Fig. 1: power grid
The bar under the picture is 20 um long. Pins as bars on the die edge.
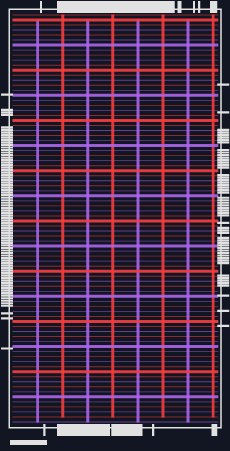
Fig. 2: cells colored by class
Fill, decap, tap and diode cells in gray.
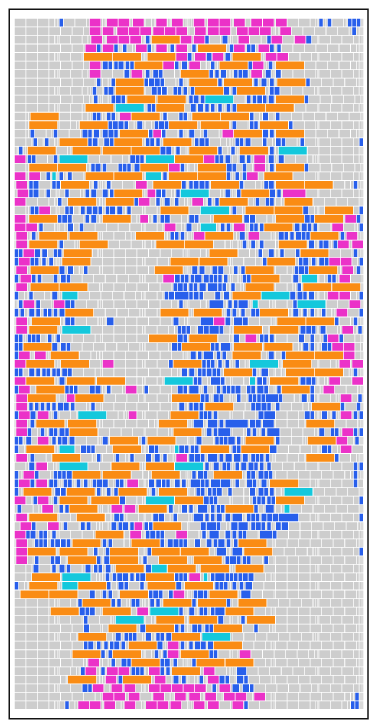
Fig. 3: clock network drawn from the DEF
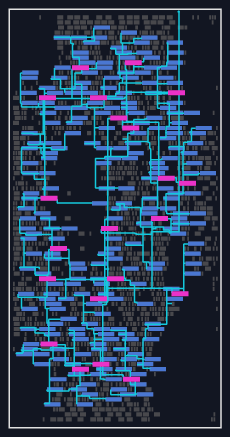
Fig. 4: signal wires by layer
The bar under the picture is 20 um long. Only two layers are drawn.
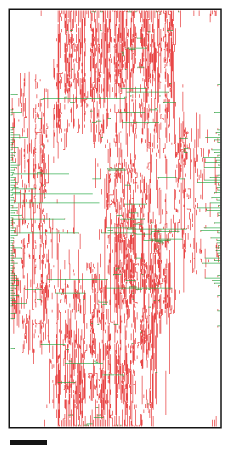
[config.mk]
export PLATFORM = sky130hd
export DESIGN_NAME = arm_pick_place_seq
export DESIGN_NICKNAME = d
export VERILOG_FILES = /design/src/rtl/arm_pick_place_seq.sv
export SDC_FILE = /design/constraint.sdc
export NUM_CORES = 1
export LEC_CHECK = 0
export ABC_AREA = 1
export ABC_CLOCK_PERIOD_IN_PS = 8750
export CAP_MARGIN = 5
export CORE_ASPECT_RATIO = 2
export CORE_MARGIN = 1
export CORE_UTILIZATION = 43
export DETAILED_ROUTE_END_ITERATION = 10
export PLACE_DENSITY = 0.81
export RECOVER_POWER = 50
export SLEW_MARGIN = 20
export SYNTH_ARGS = -nofsm -noshare
export SYNTH_HDL_FRONTEND = slang
export SYNTH_SLANG_ARGS = --single-unit
export TNS_END_PERCENT = 1
[constraint.sdc]
create_clock -name clk -period 8.75 [get_ports clk]
set_input_delay 2.625 -clock clk [delete_from_list [all_inputs] [get_ports clk]]
set_output_delay 2.625 -clock clk [all_outputs]
set_load 0.03 [all_outputs]
[src/rtl/arm_pick_place_seq.sv]
// arm_pick_place_seq
//   Pick-and-place sequencer driving the arm model through a fixed timed
//   sequence: home, move to pick, grip, lift, move to drop, release, return.
//   Coordinates and angles are Q16.16 signed, 32-bit.
//
// Ports
//   clk, rst           : system clock, asynchronous active-high reset
//   start              : one-cycle request, honoured only in IDLE
//   abort              : level, forces a safe return without a done pulse
//   pick_x/y, drop_x/y : target coordinates, latched on an accepted start
//   x, y               : arm model target coordinate
//   en1, en2           : arm model IK mode / forced-angle mode (never both 1)
//   set_xita1/2        : forced joint angles, constant home angles
//   catch              : gripper closed
//   busy               : high in every state except IDLE
//   done               : one-cycle pulse on normal completion
//   err                : sticky reject/abort flag, cleared by an accepted start
module arm_pick_place_seq #(
   parameter logic [31:0] T_MOVE     = 32'd5_000_000,
   parameter logic [31:0] T_GRIP     = 32'd25_000_000,
   parameter logic [31:0] HOME_XITA1 = 32'h005A_0000,
   parameter logic [31:0] HOME_XITA2 = 32'h005A_0000
) (
   input  logic        clk,
   input  logic        rst,
   input  logic        start,
   input  logic        abort,
   input  logic [31:0] pick_x,
   input  logic [31:0] pick_y,
   input  logic [31:0] drop_x,
   input  logic [31:0] drop_y,
   output logic [31:0] x,
   output logic [31:0] y,
   output logic        en1,
   output logic        en2,
   output logic [31:0] set_xita1,
   output logic [31:0] set_xita2,
   output logic        catch,
   output logic        busy,
   output logic        done,
   output logic        err
);

   localparam int unsigned W = 32;

   typedef enum logic [3:0] {
      S_IDLE      = 4'd0,
      S_HOME      = 4'd1,
      S_MOVE_PICK = 4'd2,
      S_GRIP      = 4'd3,
      S_LIFT      = 4'd4,
      S_MOVE_DROP = 4'd5,
      S_RELEASE   = 4'd6,
      S_RETURN    = 4'd7,
      S_DONE      = 4'd8
   } state_e;

   state_e         state_q, state_d;
   logic [W-1:0]   timer_q, timer_d;
   logic [W-1:0]   pick_x_q, pick_x_d;
   logic [W-1:0]   pick_y_q, pick_y_d;
   logic [W-1:0]   drop_x_q, drop_x_d;
   logic [W-1:0]   drop_y_q, drop_y_d;
   logic           aborted_q, aborted_d;
   logic [W-1:0]   x_q, x_d;
   logic [W-1:0]   y_q, y_d;
   logic           en1_q, en1_d;
   logic           en2_q, en2_d;
   logic           catch_q, catch_d;
   logic           busy_q, busy_d;
   logic           done_q, done_d;
   logic           err_q, err_d;
   logic [W-1:0]   xita1_q, xita2_q;
   logic           expired;
   logic           abortable;

   assign expired   = (timer_q == '0);
   assign abortable = (state_q == S_HOME)      || (state_q == S_MOVE_PICK) ||
                      (state_q == S_GRIP)      || (state_q == S_LIFT)      ||
                      (state_q == S_MOVE_DROP) || (state_q == S_RELEASE);

   // Next state, latches and sticky error
   always_comb begin
      state_d   = state_q;
      pick_x_d  = pick_x_q;
      pick_y_d  = pick_y_q;
      drop_x_d  = drop_x_q;
      drop_y_d  = drop_y_q;
      aborted_d = aborted_q;
      err_d     = err_q;

      unique case (state_q)
         S_IDLE: begin
            // abort in IDLE blocks acceptance and leaves err untouched
            if (!abort && start) begin
               if (pick_y[W-1] || drop_y[W-1]) begin
                  err_d = 1'b1;
               end else begin
                  state_d   = S_HOME;
                  pick_x_d  = pick_x;
                  pick_y_d  = pick_y;
                  drop_x_d  = drop_x;
                  drop_y_d  = drop_y;
                  aborted_d = 1'b0;
                  err_d     = 1'b0;
               end
            end
         end
         S_HOME:      if (expired) state_d = S_MOVE_PICK;
         S_MOVE_PICK: if (expired) state_d = S_GRIP;
         S_GRIP:      if (expired) state_d = S_LIFT;
         S_LIFT:      if (expired) state_d = S_MOVE_DROP;
         S_MOVE_DROP: if (expired) state_d = S_RELEASE;
         S_RELEASE:   if (expired) state_d = S_RETURN;
         S_RETURN: begin
            // an aborted run returns straight to IDLE without done
            if (expired) state_d = aborted_q ? S_IDLE : S_DONE;
         end
         S_DONE:      state_d = S_IDLE;
         default:     state_d = S_IDLE;
      endcase

      // abort overrides any timed transition, including an expiring one
      if (abort && abortable) begin
         state_d   = S_RETURN;
         aborted_d = 1'b1;
         err_d     = 1'b1;
      end
   end

   // Timer: reload T-1 on every state change, else count down to zero
   always_comb begin
      timer_d = timer_q;
      if (state_d != state_q) begin
         unique case (state_d)
            S_GRIP, S_RELEASE: timer_d = T_GRIP - 32'd1;
            S_HOME, S_MOVE_PICK, S_LIFT, S_MOVE_DROP, S_RETURN:
                               timer_d = T_MOVE - 32'd1;
            default:           timer_d = '0;
         endcase
      end else if (!expired) begin
         timer_d = timer_q - 32'd1;
      end
   end

   // Registered outputs decoded from the next state
   always_comb begin
      en1_d   = 1'b0;
      en2_d   = 1'b0;
      catch_d = 1'b0;
      done_d  = 1'b0;
      busy_d  = (state_d != S_IDLE);
      x_d     = x_q;
      y_d     = y_q;
      unique case (state_d)
         S_IDLE: ;
         S_HOME:      en2_d = 1'b1;
         S_MOVE_PICK: begin
            en1_d = 1'b1;
            x_d   = pick_x_q;
            y_d   = pick_y_q;
         end
         S_GRIP: begin
            en1_d   = 1'b1;
            catch_d = 1'b1;
            x_d     = pick_x_q;
            y_d     = pick_y_q;
         end
         S_LIFT: begin
            en2_d   = 1'b1;
            catch_d = 1'b1;
         end
         S_MOVE_DROP: begin
            en1_d   = 1'b1;
            catch_d = 1'b1;
            x_d     = drop_x_q;
            y_d     = drop_y_q;
         end
         S_RELEASE: begin
            en1_d = 1'b1;
            x_d   = drop_x_q;
            y_d   = drop_y_q;
         end
         S_RETURN:    en2_d  = 1'b1;
         S_DONE:      done_d = 1'b1;
         default: ;
      endcase
   end

   // State and output registers
   always_ff @(posedge clk or posedge rst) begin
      if (rst) begin
         state_q   <= S_IDLE;
         timer_q   <= '0;
         pick_x_q  <= '0;
         pick_y_q  <= '0;
         drop_x_q  <= '0;
         drop_y_q  <= '0;
         aborted_q <= 1'b0;
         x_q       <= '0;
         y_q       <= '0;
         en1_q     <= 1'b0;
         en2_q     <= 1'b0;
         catch_q   <= 1'b0;
         busy_q    <= 1'b0;
         done_q    <= 1'b0;
         err_q     <= 1'b0;
         xita1_q   <= HOME_XITA1;
         xita2_q   <= HOME_XITA2;
      end else begin
         state_q   <= state_d;
         timer_q   <= timer_d;
         pick_x_q  <= pick_x_d;
         pick_y_q  <= pick_y_d;
         drop_x_q  <= drop_x_d;
         drop_y_q  <= drop_y_d;
         aborted_q <= aborted_d;
         x_q       <= x_d;
         y_q       <= y_d;
         en1_q     <= en1_d;
         en2_q     <= en2_d;
         catch_q   <= catch_d;
         busy_q    <= busy_d;
         done_q    <= done_d;
         err_q     <= err_d;
         xita1_q   <= HOME_XITA1;
         xita2_q   <= HOME_XITA2;
      end
   end

   assign x         = x_q;
   assign y         = y_q;
   assign en1       = en1_q;
   assign en2       = en2_q;
   assign catch     = catch_q;
   assign busy      = busy_q;
   assign done      = done_q;
   assign err       = err_q;
   assign set_xita1 = xita1_q;
   assign set_xita2 = xita2_q;

endmodule

==> run notes <==
run results: layout cells sized above 1 ~4.2%, Leakage approximately 6.4 nW, critical path depth 11, Pwr per Cell Area 157 nW/um2, critical path cell sequence dlygate4sd3_1 > nor4_1 > nand2_2 > buf_4 > nand3_1 > nand3_2 > nand3_2 > inv_4 > buf_4 > nand2_1 > o21ai_1, yosys cell count roughly 1300, die area roughly 26000 um2, Post-CTS Setup Inserts 0, pin count of the biggest net entering global routing 144, floorplan utilization 43.9%, max cap viols 1, switching power total between 0.4 and 0.5 mW, EDFF count, synth 0, RSZ-0062 raised after global routing no, Synth Flop Type dfrtp_1, Slew HR -2.92%, most instantiated logic cell after routing nand2_1, R2R depth 16, post-layout minimum cycle time around 5600 ps, Post-DP Area 12700 um2, Vias/cell 4.79, main logic family after synthesis simple AND/OR/NAND/NOR gates, # hold bufs at CTS 0, Mapped Cells around 1300, CP peak stage delay 600 ps, clk buf depth 3, run status complete, but fails checks, warning total across the stage logs 28, Worst Path Buf+Inv 4, Num CTS Buffers 21, IO buf count 201, flop-to-flop setup slack roughly 5000 ps, Slew Limit Fails 33, Worst setup EP type flop, post-synth top area cell dfrtp_1, fa+ha+maj area frac 0.116%, yosys stat area roughly 11000 um2, yosys xor share 1.87%, worst path required time between 9000 and 10000 ps, Hold Violations, Final 0, switch share a little over a fifth, CTS H-tree lvls 1, Synth mux share 0%, Hold Crit Start pick_y_q[8], initial antenna violation count 8, FF/Latch Area around 6000 um2, ys async rst share 100%, simple share a little over a fifth, P&R area growth vs syn 24.1%, Hold WS between 400 and 500 ps, yosys aoi share a little over a tenth, Top cell area share between 50% and 60%, cell area after technology mapping about 11000 um2, Final Core Density between 50 and 60%, Seq/Total Area, Yosys a little over half, drt first-iter violations around 520, R2R Path End y[4], routability congestion estimate between 0.8 and 0.9, Flop pwr share around 52%, fillers around 2300, most instantiated logic cells after routing nand2_1 (449), dfrtp_1 (235), clkdlybuf4s50_1 (171), o21ai_0 (142), inv_1 (102), synthesized area per cell between 8 and 9 um2, Critical path origin abort, Clock Sinks ~240, CTS tree built, total grt overflow 0, final WL roughly 26 mm, Slew @ Worst Pin 1540 ps, Clk pin slew, worst setup/hold paths around 70 ps, TritonRoute pass-1 iters 4, Ys Warns 0, critical path peak fanout just under 80, cycle use final 64.2%, Synth flops ~240, setup TNS 0 ps, Internal 1.64 mW, WP data arrival roughly 6000 ps, Routed Antenna Nets 0, Setup crit start kind input pin, crit path to x[4], DRC 0, Max Fclk about 0.18 GHz, post-cts repair resize count 0, failing checks capacitance limit, slew limit, Yosys cell types 35
Notes on Fig. 1 above:
net	color
VDD	red
VSS	purple
rows	81
met5 straps	16
signal pins	266
met1 rails	82
peak supply drop: 0.138 mV
Die Width: 114 um

Notes on Fig. 2 above:
class	color	cells
remaining logic cells	blue	992
clock drivers and dummy loads	cyan	34
remaining buffers and delay cells	magenta	208
sequential cells	orange	235
fin area: 13400 um2
core area: 24500 um2
FP Rows: 81

Notes on Fig. 3 above:
[clock-net drivers] magenta | count: 21
[clock wires] cyan | length: 2770 um
[flip-flops] blue | count: 235
routed clock nets	22
Clock Skew: 6.28 ps
clock group share of total power: 42.3%
clock network latency to the later pin of the worst-skew pair: 500 ps
clk pwr: 0.884 mW

Notes on Fig. 4 above:
layer	color	wire length
M2	red	13300 um
M3	green	1200 um
detailed-route via count: 8644
Total GRT Usage: 20.8%
WL/cell: 14.5 um

==> Yosys cell counts, drive strengths merged (10+ instances only) <==
library cell  number
a21oi             25
buf               93
nand2            457
nor2              68
nor3              14
xnor2             10
xor2              13
clkbuf            32
dfrtp            235
inv              107
nand3             18
o21ai            204
==> worst min-delay path: stages, from the launching register on <==
cell and delay [ps]:
dfrtp_1 340, nand2_1 50, nand2_1 50
==> sequential cells by signal (all words and copies together), names as in the netlist <==
signal and count:
pick_y_q 32, state_q 4, busy 1, done 1, drop_x_q 32, y 32, timer_q 32, err 1
aborted_q 1, drop_y_q 32, x 32, catch 1, en2 1, en1 1, pick_x_q 32
==> per-layer routing <==
layer | track usage, % | wire, um
met1 | 22.8 | 9820
met2 | 36.1 | 13300
met4 | 15.7 | 1830
met5 | 0 | 44
met3 | 2.98 | 1200
==> cells by family after synthesis <==
group,Yosys count
AND/OR/NAND/NOR,565
AND-OR/OR-AND,232
flip-flops,235
other,2
adder cells (fa/ha/maj),1
XOR/XNOR,23
buffers and inverters,232
==> power groups by stage <==
stage / combinational, mW / sequential, mW / clock (mW)
after global placement: 0.123 / 1.11 / 0
after CTS: 0.123 / 1.09 / 0.908
after global routing: 0.131 / 1.09 / 0.944
after detailed placement: 0.123 / 1.11 / 0
after floorplan: 0.0741 / 1.11 / 0
final: 0.121 / 1.09 / 0.884
==> worst min-delay path by stage <==
stage / slack [ps] / endpoint / cells past startpoint
3_3_place_gp: 460 / pick_y_q[21] / 2
3_5_place_dp: 460 / pick_x_q[17] / 2
2_1_floorplan: 440 / pick_x_q[0] / 2
6_report: 470 / pick_y_q[8] / 2
5_1_grt: 490 / pick_x_q[29] / 2
4_1_cts: 480 / pick_x_q[29] / 2
==> per-stage QoR <==
step	power (mW)	worst slack, ps	cells
after floorplan	1.18	3050	1352
final	2.09	3130	1806
after global routing	2.16	2820	1806
after detailed placement	1.23	2650	1767
after global placement	1.23	2740	1767
after CTS	2.12	3180	1801
==> cell type report <==
cell class / instances / share of cell area [%]
diodes: 5 / 0.0937
clock buffers: 31 / 4.74
flip-flops and latches: 235 / 44.0
well taps: 332 / 3.11
clock inverters: 3 / 0.112
multi-input cells: 885 / 29.3
inverters: 107 / 3.05
repair buffers: 208 / 15.6
Power is estimated from default activity; no workload was simulated.
